## config.mk

```make
export PLATFORM = sky130hd
export DESIGN_NAME = lsu_mem_port_flat
export DESIGN_NICKNAME = d
export VERILOG_FILES = /design/src/rtl/lsu_mem_port_if.sv /design/src/rtl/lsu_mem_port.sv /design/src/flat_wrapper.sv
export SDC_FILE = /design/constraint.sdc
export NUM_CORES = 1
export LEC_CHECK = 0
export CORE_UTILIZATION = 47
export DETAILED_ROUTE_END_ITERATION = 10
export GPL_ROUTABILITY_DRIVEN = 0
export PLACE_DENSITY = 0.92
export SYNTH_ARGS = -nofsm -noshare
export SYNTH_HDL_FRONTEND = slang
export SYNTH_SLANG_ARGS = --single-unit
```

## constraint.sdc

```tcl
create_clock -name clk -period 2.75 [get_ports clk]
set_input_delay 0.55 -clock clk [delete_from_list [all_inputs] [get_ports clk]]
set_output_delay 0.55 -clock clk [all_outputs]
set_load 0.02 [all_outputs]
```

## src/rtl/lsu_mem_port_if.sv

```systemverilog
// Request/response and data-memory signal bundle for lsu_mem_port.
// slave is the load/store unit side; master is the requester plus memory side.
interface lsu_mem_port_if #(
  parameter int ADDR_W = 32
);
  logic              req_valid;
  logic              req_ready;
  logic [3:0]        req_op;
  logic [ADDR_W-1:0] req_addr;
  logic [31:0]       req_wdata;
  logic              resp_valid;
  logic [31:0]       resp_rdata;
  logic              resp_misalign;
  logic              mem_we;
  logic [ADDR_W-1:0] mem_addr;
  logic [31:0]       mem_wdata;
  logic [31:0]       mem_rdata;

  modport slave (
    input  req_valid, req_op, req_addr, req_wdata, mem_rdata,
    output req_ready, resp_valid, resp_rdata, resp_misalign,
           mem_we, mem_addr, mem_wdata
  );

  modport master (
    output req_valid, req_op, req_addr, req_wdata, mem_rdata,
    input  req_ready, resp_valid, resp_rdata, resp_misalign,
           mem_we, mem_addr, mem_wdata
  );
endinterface

```

## src/rtl/lsu_mem_port.sv

```systemverilog
// Single-outstanding load/store unit to a word-wide data memory; sub-word stores use read-modify-write.
// Define LSU_MISALIGN_CHECK_EN to reject misaligned H/W accesses with resp_misalign.
//
// state  | meaning
// IDLE   | ready for a request
// LOAD   | sample read word, extract and extend lane
// STORE  | full-word write
// RMW_RD | capture old word for sub-word store
// RMW_WR | write merged word
// RESP   | one-cycle completion pulse
module lsu_mem_port #(
  parameter int ADDR_W = 32
) (
  input  logic         clk,
  input  logic         rst_n,
  lsu_mem_port_if.slave bus
);
  typedef enum logic [2:0] {IDLE, LOAD, STORE, RMW_RD, RMW_WR, RESP} state_t;
  typedef enum logic [1:0] {SZ_B, SZ_H, SZ_W} size_t;

  function automatic size_t size_of(input logic [2:0] code);
    case (code)
      3'b000, 3'b100: size_of = SZ_B;
      3'b001, 3'b101: size_of = SZ_H;
      default:        size_of = SZ_W;
    endcase
  endfunction

  state_t            state, state_nxt;
  logic [2:0]        size_q;
  logic [ADDR_W-1:0] addr_q;
  logic [31:0]       wdata_q, merge_q, rdata_q;
  logic              misalign_q;
  logic              accept, req_misalign, mem_we, is_unsigned;
  size_t             in_sz, lat_sz;
  logic [7:0]        ld_b;
  logic [15:0]       ld_h;
  logic [31:0]       ld_val, merged, mem_wdata;

  assign accept      = bus.req_valid && (state == IDLE);
  assign in_sz       = size_of(bus.req_op[2:0]);
  assign lat_sz      = size_of(size_q);
  assign is_unsigned = size_q[2];

`ifdef LSU_MISALIGN_CHECK_EN
  assign req_misalign = ((in_sz == SZ_H) && bus.req_addr[0]) ||
                        ((in_sz == SZ_W) && (bus.req_addr[1:0] != 2'b00));
`else
  assign req_misalign = 1'b0;
`endif

  always_comb begin
    ld_b   = bus.mem_rdata[{addr_q[1:0], 3'b000} +: 8];
    ld_h   = addr_q[1] ? bus.mem_rdata[31:16] : bus.mem_rdata[15:0];
    ld_val = bus.mem_rdata;
    case (lat_sz)
      SZ_B:    ld_val = is_unsigned ? {24'b0, ld_b} : {{24{ld_b[7]}}, ld_b};
      SZ_H:    ld_val = is_unsigned ? {16'b0, ld_h} : {{16{ld_h[15]}}, ld_h};
      default: ld_val = bus.mem_rdata;
    endcase
  end

  always_comb begin
    merged = merge_q;
    if (lat_sz == SZ_B)
      merged[{addr_q[1:0], 3'b000} +: 8] = wdata_q[7:0];
    else
      merged[{addr_q[1], 4'b0000} +: 16] = wdata_q[15:0];
  end

  always_ff @(posedge clk or negedge rst_n) begin
    if (!rst_n) state <= IDLE;
    else        state <= state_nxt;
  end

  always_comb begin
    state_nxt = state;
    mem_we    = 1'b0;
    mem_wdata = 32'b0;
    case (state)
      IDLE: begin
        if (accept) begin
          if (req_misalign)           state_nxt = RESP;
          else if (!bus.req_op[3])    state_nxt = LOAD;
          else if (in_sz == SZ_W)     state_nxt = STORE;
          else                        state_nxt = RMW_RD;
        end
      end
      LOAD:   state_nxt = RESP;
      STORE: begin
        mem_we    = 1'b1;
        mem_wdata = wdata_q;
        state_nxt = RESP;
      end
      RMW_RD: state_nxt = RMW_WR;
      RMW_WR: begin
        mem_we    = 1'b1;
        mem_wdata = merged;
        state_nxt = RESP;
      end
      RESP:    state_nxt = IDLE;
      default: state_nxt = IDLE;
    endcase
  end

  always_ff @(posedge clk or negedge rst_n) begin
    if (!rst_n) begin
      size_q     <= 3'b0;
      addr_q     <= '0;
      wdata_q    <= 32'b0;
      merge_q    <= 32'b0;
      rdata_q    <= 32'b0;
      misalign_q <= 1'b0;
    end else begin
      if (accept) begin
        size_q  <= bus.req_op[2:0];
        addr_q  <= bus.req_addr;
        wdata_q <= bus.req_wdata;
      end
      if (state == RMW_RD) merge_q <= bus.mem_rdata;
      // Response fields change only on the way into RESP, then hold.
      if (accept && req_misalign) begin
        rdata_q    <= 32'b0;
        misalign_q <= 1'b1;
      end else if (state == LOAD) begin
        rdata_q    <= ld_val;
        misalign_q <= 1'b0;
      end else if (state == STORE || state == RMW_WR) begin
        rdata_q    <= 32'b0;
        misalign_q <= 1'b0;
      end
    end
  end

  assign bus.req_ready     = (state == IDLE);
  assign bus.resp_valid    = (state == RESP);
  assign bus.resp_rdata    = rdata_q;
  assign bus.resp_misalign = misalign_q;
  assign bus.mem_we        = mem_we;
  assign bus.mem_addr      = {addr_q[ADDR_W-1:2], 2'b00};
  assign bus.mem_wdata     = mem_wdata;
endmodule

```

## src/flat_wrapper.sv

```systemverilog
// flat-port wrapper written by rule: the top's interface ports become plain ports
module lsu_mem_port_flat 
#(
  parameter int ADDR_W = 32
)
  (clk, rst_n, bus_req_valid, bus_req_op, bus_req_addr, bus_req_wdata, bus_mem_rdata, bus_req_ready, bus_resp_valid, bus_resp_rdata, bus_resp_misalign, bus_mem_we, bus_mem_addr, bus_mem_wdata);
  lsu_mem_port_if #(.ADDR_W(ADDR_W)) bus_i ();
  input  logic clk;
  input  logic rst_n;
  input wire logic [$bits(bus_i.req_valid)-1:0] bus_req_valid;
  input wire logic [$bits(bus_i.req_op)-1:0] bus_req_op;
  input wire logic [$bits(bus_i.req_addr)-1:0] bus_req_addr;
  input wire logic [$bits(bus_i.req_wdata)-1:0] bus_req_wdata;
  input wire logic [$bits(bus_i.mem_rdata)-1:0] bus_mem_rdata;
  output wire logic [$bits(bus_i.req_ready)-1:0] bus_req_ready;
  output wire logic [$bits(bus_i.resp_valid)-1:0] bus_resp_valid;
  output wire logic [$bits(bus_i.resp_rdata)-1:0] bus_resp_rdata;
  output wire logic [$bits(bus_i.resp_misalign)-1:0] bus_resp_misalign;
  output wire logic [$bits(bus_i.mem_we)-1:0] bus_mem_we;
  output wire logic [$bits(bus_i.mem_addr)-1:0] bus_mem_addr;
  output wire logic [$bits(bus_i.mem_wdata)-1:0] bus_mem_wdata;
  assign bus_i.req_valid = bus_req_valid;
  assign bus_i.req_op = bus_req_op;
  assign bus_i.req_addr = bus_req_addr;
  assign bus_i.req_wdata = bus_req_wdata;
  assign bus_i.mem_rdata = bus_mem_rdata;
  assign bus_req_ready = bus_i.req_ready;
  assign bus_resp_valid = bus_i.resp_valid;
  assign bus_resp_rdata = bus_i.resp_rdata;
  assign bus_resp_misalign = bus_i.resp_misalign;
  assign bus_mem_we = bus_i.mem_we;
  assign bus_mem_addr = bus_i.mem_addr;
  assign bus_mem_wdata = bus_i.mem_wdata;
  lsu_mem_port #(.ADDR_W(ADDR_W)) u_core (.clk(clk), .rst_n(rst_n), .bus(bus_i));
endmodule
```

Run 1, clock routing:
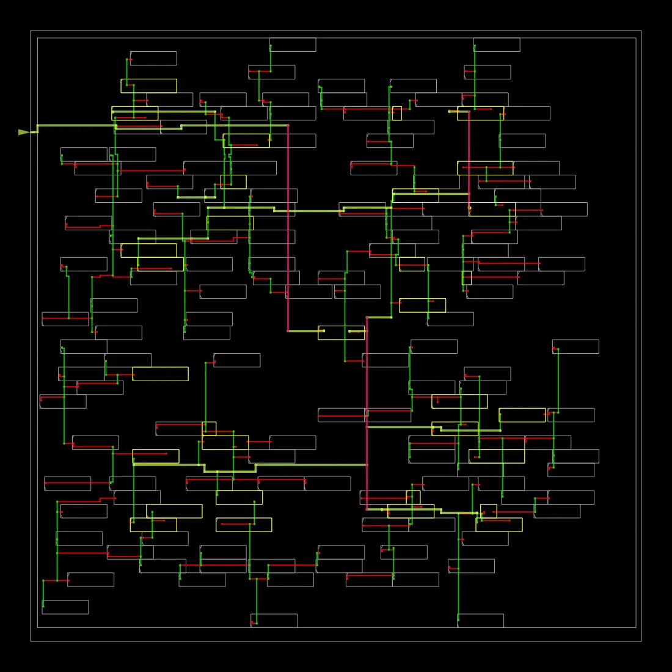
clock network power: 2780 uW
final clock skew: 0.00665 ns

Run 1, register map, names as in the netlist:
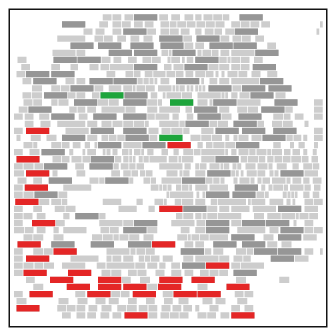
Green stands for u_core.size_q, flops 3. Red stands for u_core.addr_q, flops 32.
Another 99 sequential cells are not coloured.
register share of the cell area: 35.1%
Seq. cell area: 3350 um2
Finished Core Util: 68.9%

Run 1, I/O pins on the die edge:
Pins as bars across the die edge, other pins in grey.
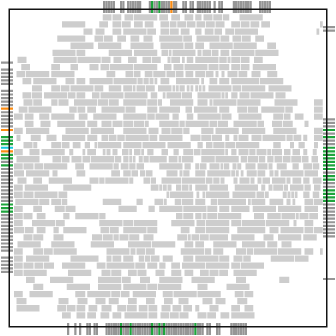
Cyan stands for bus_req_ready, pins 1, direction output, edge west. Orange stands for bus_req_op, pins 4, direction input, edge 3 west, 1 north. Green stands for bus_mem_wdata, pins 32, direction output, edge 15 east, 9 west, 6 south, 2 north.
All pins by edge: 59 south, 56 west, 51 north, 37 east.
port bufs: 199
Chip Height: 121 um
die x size: 121 um

Run 1, signal wires by layer:
Bar = 20 um.
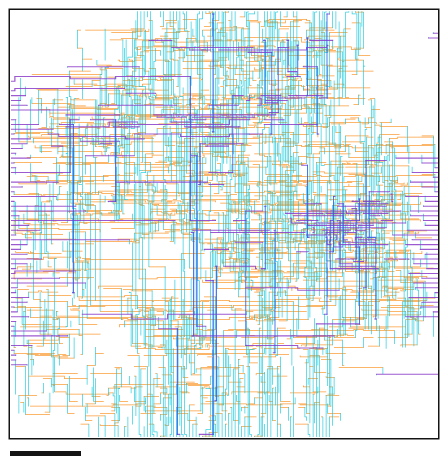
Cyan stands for metal 2, wire length 10200 um. Purple stands for metal 3, wire length 1830 um. Blue stands for metal 4, wire length 822 um. Orange stands for metal 1, wire length 7580 um.
WL final: 20400 um
GRT Util Overall: 28.7%
routed len/inst: 22.4 um
total number of vias: 5412

==> results.txt, run 1 <==
impl run done, here's what came out: final setup TNS -0.00725 ns, pre-CTS WS -0.0592 ns, Syn Area/Cell between 10 and 15 um2, Pwr Total 12700 uW, library cells used by synthesis 49, chip area about 15000 um2, drt first-iter violations roughly 410, Final WS setup -0.00481 ns, Post-synth ARST share 100%, fin area about 9600 um2, main flop type dfrtp_1, crit-path leading delay family AND-OR/OR-AND gates, Syn Inst Count about 530, IO Count 203, multi-input gates roughly 320, Slew Limit Headroom 38.1%, Post-DP Area 8750 um2, Worst Path Arrival approximately 2.2 ns, Synth Cell Area 6670 um2, cell breakdown of the critical path inv_2 -> ha_4 -> nor2_1 -> a31oi_2 -> o21bai_4 -> buf_12 -> a22o_1 -> buf_6, placed insts around 880, unrepaired setup endpoints after global routing true, ClkCell Share around 7.6%, initial antenna violation count 0, violated checks negative setup slack, first-pass GRT wire length ~31000 um, status complete, but fails checks, Yosys top cell by instances dfrtp_1, period utilization 100%, WL met2 a little over 10000 um, Filler Cells Inserted between 900 and 1000, Final setup viols 2, Buf/Inv on CP 3
## run 1: what timing repair did
action                                  4_1_cts  5_1_grt
hold buffers                                  0        0
endpoints found under the hold margin         0        0
pin swaps                                     4       20
buffers inserted                              2        3
endpoints found under the setup margin       33       29
resized                                     133       51
## run 1: power breakdown
part	total (uW)	internal [uW]	switching (uW)
registers	3760	2930	836
clock network	2780	1930	849
logic	6190	3110	3080
total	12700	7960	4770
## run 1: cell families after synthesis
group           count (synthesis)  share of synthesized area (%)
simple gates                   68                           5.68
flops                         134                           50.3
xor+xnor                        1                          0.131
compound gates                120                           14.7
buf+inv                        79                           7.50
fa+ha+maj                       5                          0.938
other cells                     1                         0.0562
mux                           119                           20.7
==> run 2: changes to the inputs <==
--- a/config.mk
+++ b/config.mk
@@ -5,6 +5,7 @@
 export SDC_FILE = /design/constraint.sdc
 export NUM_CORES = 1
 export LEC_CHECK = 0
+export CORE_MARGIN = 1.5
 export CORE_UTILIZATION = 47
 export DETAILED_ROUTE_END_ITERATION = 10
 export GPL_ROUTABILITY_DRIVEN = 0
Run 2, register map, names as in the netlist:
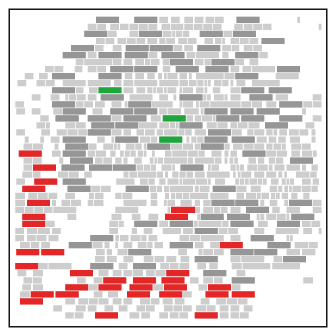
Green stands for u_core.size_q, flops 3. Red stands for u_core.addr_q, flops 32.
Finished Core Util: 68.0%
Seq. pwr: 3740 uW
register share of the cell area: 35.5%

Run 2, I/O pins on the die edge:
Pins as bars across the die edge, other pins in grey.
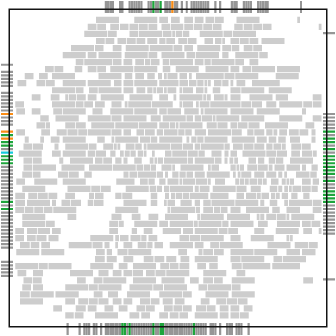
Green stands for bus_mem_wdata, pins 32, direction output, edge 15 east, 8 west, 7 south, 2 north. Cyan stands for bus_req_ready, pins 1, direction output, edge west. Orange stands for bus_req_op, pins 4, direction input, edge 3 west, 1 north.
All pins by edge: 62 south, 55 west, 49 north, 37 east.
Chip Height: 122 um
die x size: 122 um

==> results.txt, run 2 <==
impl run done, here's what came out: port bufs 199 (unchanged), Top Metal Used met4 (unchanged), Yosys top cell by instances dfrtp_1 (unchanged), first-pass GRT wire length 31100 um (was 31200 um), Layout Cells excl Fill 911 (was 913), Final WS setup 0.0265 ns (was -0.00481 ns), status finished clean (was complete, but fails checks), final clock skew 0.00747 ns (was 0.00665 ns), worst setup path class flop to output pin (unchanged), WL met2 10200 um (about the same), total number of vias 5412 (unchanged), Syn Inst Count 527 (unchanged), Final setup viols 0 (was 2), post-CTS setup buffers 1 (was 2), Setup crit start u_core.addr_q[0] (was u_core.addr_q[1]), Slew Limit Headroom 56.6% (was 38.1%), crit-path leading delay family buffers and inverters (was AND-OR/OR-AND gates), PwrDens 1310 nW/um2 (was 1330 nW/um2), IO Count 203 (unchanged), drt first-iter violations 643 (was 407), mux contribution to synthesized area 20.7% (unchanged), initial antenna violation count 0 (unchanged), crit path to bus_mem_wdata[31] (was bus_mem_wdata[0]), final setup TNS 0 ns (was -0.00725 ns), # hold bufs at CTS 0 (unchanged), GRT Util Overall 28.0% (was 28.7%), pre-CTS WS -0.0880 ns (was -0.0592 ns), Syn Area/Cell 12.7 um2 (unchanged), adder-cell area share of the yosys netlist 0.938% (unchanged), Largest logic family multiplexers (unchanged), routed len/inst 22.3 um (was 22.4 um), Worst setup SP type flop (unchanged), Synth Cell Area 6670 um2 (unchanged), placed insts 876 (was 877), main flop type dfrtp_1 (unchanged), PostCTS Resize Cnt 128 (was 133), period utilization 99.0% (was 100%), WL final 20400 um (about the same), post-synthesis compound-gate area fraction 14.7% (unchanged), cell breakdown of the critical path inv_2 -> ha_4 -> buf_4 -> nor4_4 -> buf_6 -> a221oi_1 -> o21ai_1 -> buf_4 (was inv_2 -> ha_4 -> nor2_1 -> a31oi_2 -> o21bai_4 -> buf_12 -> a22o_1 -> buf_6), xor/xnor share 0.131% (unchanged), Buf/Inv on CP 4 (was 3)
[run 2: cell types whose count changed in the layout (fill, tap and decap cells not counted), sizes merged]
cell / previous run / this run
inv: 13 / 12
dlygate4sd2: 0 / 1
bufinv: 8 / 5
clkinv: 3 / 6
bufbuf: 0 / 1
clkdlybuf4s15: 1 / 3
clkinvlp: 2 / 0
clkbuf: 20 / 24
buf: 71 / 64
[run 2: final cells by class]
| class | instances | area [um2] |
|---|---|---|
| timing repair buffer | 236 | 2290 |
| clock buffer | 22 | 464 |
| tap | 180 | 225 |
| fill | 960 | 4440 |
| sequential | 134 | 3350 |
| inverter | 13 | 51.3 |
| clock inverter | 10 | 175 |
| multi-input combinational | 316 | 2880 |
[run 2: power breakdown]
part	total (uW)	internal, uW	switching, uW
Sequential	3740	2930	810
Combinational	6160	3090	3070
Clock	2490	1650	838
==> run 3: changes to the inputs <==
--- a/config.mk
+++ b/config.mk
@@ -7,8 +7,10 @@
 export LEC_CHECK = 0
 export CORE_MARGIN = 1.5
 export CORE_UTILIZATION = 47
+export CTS_BUF_LIST = sky130_fd_sc_hd__clkbuf_16
 export DETAILED_ROUTE_END_ITERATION = 10
 export GPL_ROUTABILITY_DRIVEN = 0
+export HOLD_SLACK_MARGIN = 0.08
 export PLACE_DENSITY = 0.92
 export SYNTH_ARGS = -nofsm -noshare
 export SYNTH_HDL_FRONTEND = slang
Run 3, clock routing:
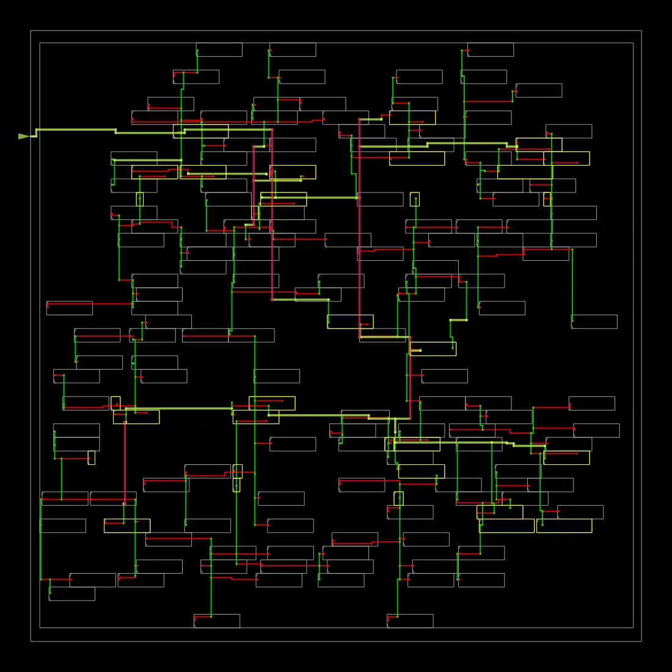
clock network power: 2430 uW
number of sequential cells: 134
TritonCTS buffer count: 17
CLK BUF: 17

Run 3, routed clock nets over the placement:
Bar = 20 um.
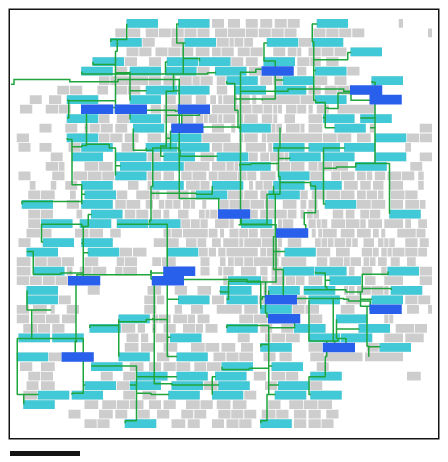
Cyan stands for flip-flops, count 134. Green stands for clock wires, length 1760 um. Blue stands for clock drivers, count 17.
Position of the flops: widely spread. There are 18 routed clock nets.

==> results.txt, run 3 <==
impl run done, here's what came out: status finished clean (unchanged), Finished Core Util 67.9% (was 68.0%), Post-synth ARST share 100% (unchanged), worst setup path class flop to output pin (unchanged), fin area 9420 um2 (was 9440 um2), Seq pwr share 30.3% (was 30.2%), crit path to bus_mem_wdata[31] (unchanged), chip area 14900 um2 (unchanged), highest-power group combinational logic (unchanged), final clock skew 0.00843 ns (was 0.00747 ns), xor/xnor share 0.131% (unchanged), post-CTS setup buffers 1 (unchanged), port bufs 199 (unchanged), drt first-iter violations 567 (was 643), Final setup viols 0 (unchanged), Slew Limit Headroom 56.1% (was 56.6%), Synth Cell Area 6670 um2 (unchanged), Int Pwr 7600 uW (was 7670 uW), clock power share 19.7% (was 20.1%), Buf/Inv on CP 4 (unchanged), # hold bufs at CTS 0 (unchanged), WL met2 10200 um (about the same), mux contribution to synthesized area 20.7% (unchanged), Yosys top cell by instances dfrtp_1 (unchanged), Comb area 2880 um2 (unchanged), Pwr Total 12300 uW (was 12400 uW), Setup crit start u_core.addr_q[0] (unchanged), cell breakdown of the critical path inv_2 -> ha_4 -> buf_4 -> nor4_4 -> buf_6 -> a221oi_1 -> o21ai_1 -> buf_4 (unchanged), simple share 5.68% (unchanged), Syn Inst Count 527 (unchanged), Top Metal Used met4 (unchanged), period utilization 98.9% (was 99.0%), adder-cell area share of the yosys netlist 0.938% (unchanged)
run 3: netlist changes by cell type in the layout (fill, tap and decap cells not counted), sizes merged:
cell	change
clkbuf	-5
inv	+3
clkinv	+2
run 3: layout make-up:
type | count | share of cell area [%]
well taps | 180 | 2.39
inverters | 13 | 0.544
repair buffers | 236 | 24.3
multi-input cells | 316 | 30.6
flip-flops and latches | 134 | 35.6
clock inverters | 15 | 2.06
clock buffers | 17 | 4.51
run 3: per-layer routing:
metal  track usage, %  up-vias
li1                 -     2307
met1             33.4     2715
met2             47.2      312
met3             8.29       77
met4             11.9        0
met5                0        -
run 3: through the flow:
step	hold WS, ns	setup TNS (ns)
CTS	0.0832	-0.0373
finish	0.0629	0
floorplan	0.254	0
global route	0.0973	-0.710
detailed placement	0.472	-1.30
global placement	0.464	0
Power figures rest on the tool's default switching activity, not on a simulated workload.
